==> src/rtl/nmix_core.sv <==
// Iterative 32-bit MixBits-style mixer: 32 rounds of z = (z >> 1) + 2*z + key.
// Optional macro NMIX_UNROLL2_EN chains two rounds per clock (16 cycles to done).
module nmix_core (
    input  logic        clk,
    input  logic        reset,
    input  logic [31:0] X,
    input  logic [31:0] R,
    output logic [31:0] Y,
    output logic        done
);

    localparam logic [5:0] ROUNDS = 6'd32;

`ifdef NMIX_UNROLL2_EN
    localparam logic [5:0] STEP = 6'd2;
`else
    localparam logic [5:0] STEP = 6'd1;
`endif

    logic [31:0] r_z;
    logic [31:0] r_key;
    logic [5:0]  r_cnt;
    logic [31:0] r_y;
    logic        r_done;

    logic [31:0] w_z1;
    logic [31:0] w_z_next;
    logic [5:0]  w_cnt_next;

    function automatic logic [31:0] mix_round(input logic [31:0] z, input logic [31:0] k);
        return (z >> 1) + (z << 1) + k;
    endfunction

    assign w_z1 = mix_round(r_z, r_key);

`ifdef NMIX_UNROLL2_EN
    logic [31:0] w_z2;
    assign w_z2     = mix_round(w_z1, r_key);
    assign w_z_next = w_z2;
`else
    assign w_z_next = w_z1;
`endif

    assign w_cnt_next = r_cnt + STEP;

    // cnt < 32 is RUN, cnt == 32 is DONE; reset reloads from any state
    always_ff @(posedge clk) begin
        if (reset) begin
            r_z    <= X;
            r_key  <= R;
            r_cnt  <= 6'd0;
            r_y    <= 32'd0;
            r_done <= 1'b0;
        end else if (r_cnt < ROUNDS) begin
            r_z   <= w_z_next;
            r_cnt <= w_cnt_next;
            if (w_cnt_next == ROUNDS) begin
                r_y    <= w_z_next;
                r_done <= 1'b1;
            end
        end
    end

    assign Y    = r_y;
    assign done = r_done;

endmodule

==> config.mk <==
export PLATFORM = sky130hd
export DESIGN_NAME = nmix_core
export DESIGN_NICKNAME = d
export VERILOG_FILES = /design/src/rtl/nmix_core.sv
export SDC_FILE = /design/constraint.sdc
export NUM_CORES = 1
export LEC_CHECK = 0
export ABC_AREA = 1
export CAP_MARGIN = 5
export CORE_UTILIZATION = 30
export CTS_CLUSTER_SIZE = 16
export DETAILED_ROUTE_END_ITERATION = 12
export GPL_TIMING_DRIVEN = 0
export PLACE_DENSITY = 0.6
export SLEW_MARGIN = 20
export SYNTH_ARGS = -nofsm -noshare
export SYNTH_HDL_FRONTEND = slang
export SYNTH_SLANG_ARGS = --single-unit
==> constraint.sdc <==
create_clock -name clk -period 3.2 [get_ports clk]
set_clock_uncertainty 0.05 [all_clocks]
set_input_delay 0.48 -clock clk [delete_from_list [all_inputs] [get_ports clk]]
set_output_delay 0.48 -clock clk [all_outputs]
set_load 0.02 [all_outputs]
Run 1, congestion heat map:
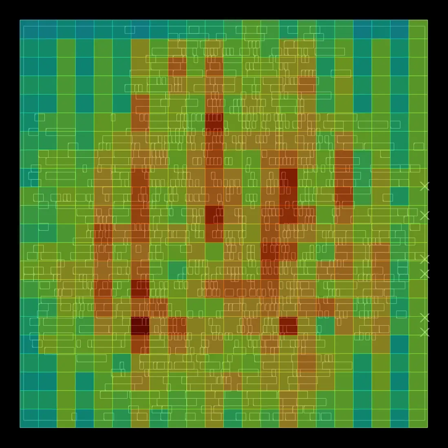
Layout Utilization: 38.2%
Total Routing Usage GR: 17.0%

Run 1, cell sizes after repair:
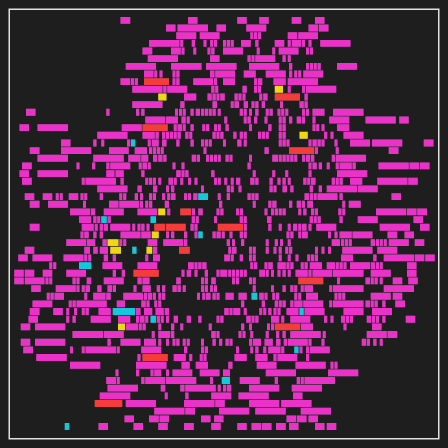
- _3 and _4 cells: yellow (cells 9)
- _2 cells: cyan (cells 14)
- _6 and larger: red (cells 14)
- _0 and _1 cells: magenta (cells 959)
bufs w/o clock: 118
fin area: 8400 um^2
Area Overhead vs Synth: 24.5%
setup slack after layout: 0.237 ns

==> flow_summary_export.csv, run 1 <==
group,metric,value,unit
status,status,"finished with violations",
status,violations,"DRC",
finish,seq_area_share,32.2,%
finish,layout.nets,1121,
hold_path,hold_end,"Y[3]$_SDFFE_PP0P_",
synthesis,ys_chip_area,6740,um^2
floorplanning,pin_count,99,
cts,cts_root_buffer,"clkbuf_16",
routing,antenna_left,0,
synthesis,aoi_share,4.05,%
synthesis,synthArstFlopShare,0,%
synthesis,common_cells,"nand2_1, inv_1, nor2_1, edfxtp_1, nand3_1",
synthesis,synthMuxAreaShare,0,%
setup_path,cp_max_fo,4,
synthesis,netlist.area_leader.share,28.5,%
finish,n_fill_cell,2261,
floorplanning,core_area,22000,um^2
hold_path,hp-class,"register to register",
setup_path,crit_top_cell,"nand2_1",
global_routing,globalRouteMet2Util,27.5,%
finish,clkbuf_count,11,
routing,wl_met3,814,um
setup_path,cp_slowest_stage_delay,0.49,ns
synthesis,edf_count,64,
global_routing,grt_max_degree,25,
synthesis,yosys.area.top_type,"edfxtp_1",
routing,wl,18300,um
cts,numCtsBuffers,9,
hold_path,min_from,"Y[3]$_SDFFE_PP0P_",
routing,drt-met1-wl,9180,um
setup_path,cp_num_cells,15,
setup_path,cp_cell_sequence,"fa_1, ha_1, fa_2, nand3_1, nand3_1, nand2_1, nand2_1, nand2_1, nand2_1, nand2_1, nand2_1, nand2_1, nand2_1, nand2_1, nand2_1",
cts,cts.clk_slew.worst_paths,0.07,ns
finish,bufAreaShareNonClock,13.5,%
floorplanning,rows,54,
setup_path,path_class,"register to register",
finish,biggestCellCategory,"logic gates",
routing,drc,12,
cts,cts_setup_buffers,0,
synthesis,ys_cells,879,
routing,highest_layer,"met4",
setup_path,timing.rr.start,"r_z[0]$_DFFE_PP_",
flow_run,cap_violations,0,
global_routing,antenna_found_initial,0,
synthesis,synthTopLogicFamily,"simple AND/OR/NAND/NOR gates",
synthesis,synth_warnings,0,
routing,avgRoutedWirePerCell,14.4,um
hold_path,whs_path_depth,2,
sta,max_freq,0.338,GHz
placement,placed_cell_area,8120,um^2
finish,comb_share,40.8,%
synthesis,synthCells,879,
floorplanning,fp.dieH,152,um
finish,antenna_cells,0,
setup_path,crit_path_top_delay_cell,"fa_1",
placement,dp.cells,1259,
cts,cts_hold_buf,0,
finish,ff_latch_area,2700,um^2
sta,drv_slew,0,
routing,routed-wl-met2,8110,um
synthesis,xor_share,2.47,%
setup_path,r2r-end,"r_z[25]$_DFFE_PP_",
synthesis,syn_nets,1009,
finish,drive_gt1_share,3.71,%
synthesis,flop_cell,"edfxtp_1",
synthesis,ys_seq_share,40.1,%
setup_path,crit_required,3.26,ns
routing,viasPerCell,4.33,
placement,dpl.hpwl,14900,um
synthesis,ys.flops,103,
setup_path,worst_ep_arrival_time,3.02,ns
synthesis,top_cells_by_area,"edfxtp_1, nand2_1, dfxtp_1, fa_1, inv_1",
cts,clock_sinks,103,
cts,cts-resized-gates,0,
global_routing,grt_use_met3,2.80,%
finish,flops,103,
synthesis,postSynthAreaPerCell,7.67,um^2
synthesis,synth_cell_types,35,
cts,cts_max_level,3,
cts,cts_tree,"built",
floorplanning,die_area,23100,um^2
synthesis,synthesis.area,6740,um^2
Run 1, cell classes on the final placement:
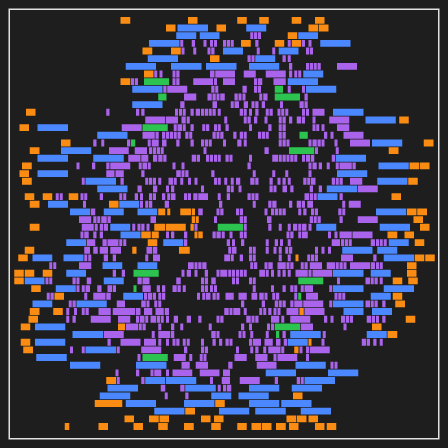
- combinational and other logic: purple (cells 759; share of their area 49%)
- flops: blue (cells 103; share of their area 34%)
- clock drivers and dummy loads: green (cells 16; share of their area 3.3%)
- other buffers and delay cells: orange (cells 118; share of their area 14%)

Run 1, local utilization:
The die is cut into 15 by 15 equal tiles; black is low, pale yellow is high, 0 to 100% covered.
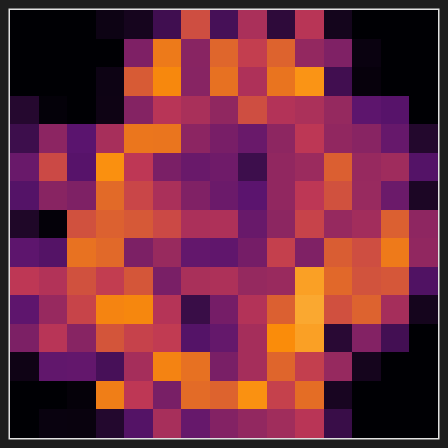
- nearly empty tiles: 16%
- fullest tile: 81%
- mean over tiles: 35%
- emptiest ninth of the die: upper left

--- run 2 (diff from run 1) ---
CTS_CLUSTER_SIZE = 40   (was 16)
REMOVE_ABC_BUFFERS = 1   (was unset)
Run 2, cell sizes after repair:
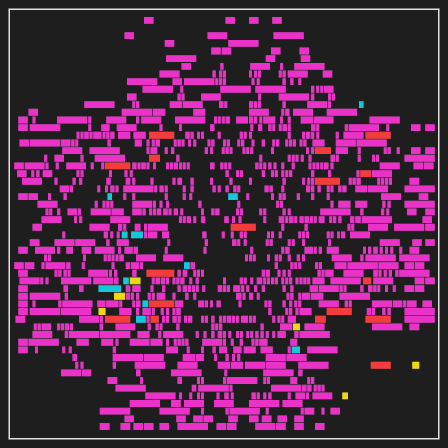
- _3 and _4 cells: yellow (cells 6)
- _0 and _1 cells: magenta (cells 946)
- _6 and larger: red (cells 17)
- _2 cells: cyan (cells 11)
bufs w/o clock: 102
fin area: 8340 um^2

==> run 2 against run 1 <==
Critical path type unchanged. Die size is the same. The flow still finishes with violations (DRC). Flip-flop count is the same. Non-clock buffer count shrank 16.
==> flow_summary_export.csv, run 2 <==
group,metric,value,unit
synthesis,ys_chip_area,6740,um^2
floorplanning,fp.dieH,152,um
global_routing,globalRouteMet2Util,24.0,%
setup_path,crit_path_top_delay_cell,"fa_1",
status,status,"finished with violations",
routing,highest_layer,"met4",
routing,drc,12,
synthesis,synthArstFlopShare,0,%
setup_path,cp_num_cells,13,
cts,cts_root_buffer,"clkbuf_16",
routing,wl,17100,um
synthesis,aoi_share,4.05,%
sta,max_freq,0.343,GHz
setup_path,cp_slowest_stage_delay,0.48,ns
global_routing,grt_max_degree,52,
hold_path,hp-class,"register to register",
floorplanning,rows,54,
cts,cts_tree,"built",
finish,drive_gt1_share,3.47,%
setup_path,cp_max_fo,4,
cts,cts_max_level,3,
hold_path,whs_path_depth,2,
finish,antenna_cells,0,
hold_path,min_from,"done$_SDFFE_PP0P_",
routing,viasPerCell,4.30,
floorplanning,pin_count,99,
floorplanning,core_area,22000,um^2
routing,avgRoutedWirePerCell,13.5,um
cts,cts.clk_slew.worst_paths,0.08,ns
synthesis,edf_count,64,
status,violations,"DRC",
setup_path,cp_cell_sequence,"fa_1, ha_1, fa_2, nand3_1, nand3_2, nand3_1, nand3b_1, nand2_1, nand2_1, nand2_1, nand2_1, nand2_1, nand2_1",
finish,flops,103,
cts,clock_sinks,103,
hold_path,hold_end,"done$_SDFFE_PP0P_",
finish,ff_latch_area,2700,um^2
synthesis,synthMuxAreaShare,0,%
synthesis,synthTopLogicFamily,"simple AND/OR/NAND/NOR gates",
synthesis,ys_cells,879,
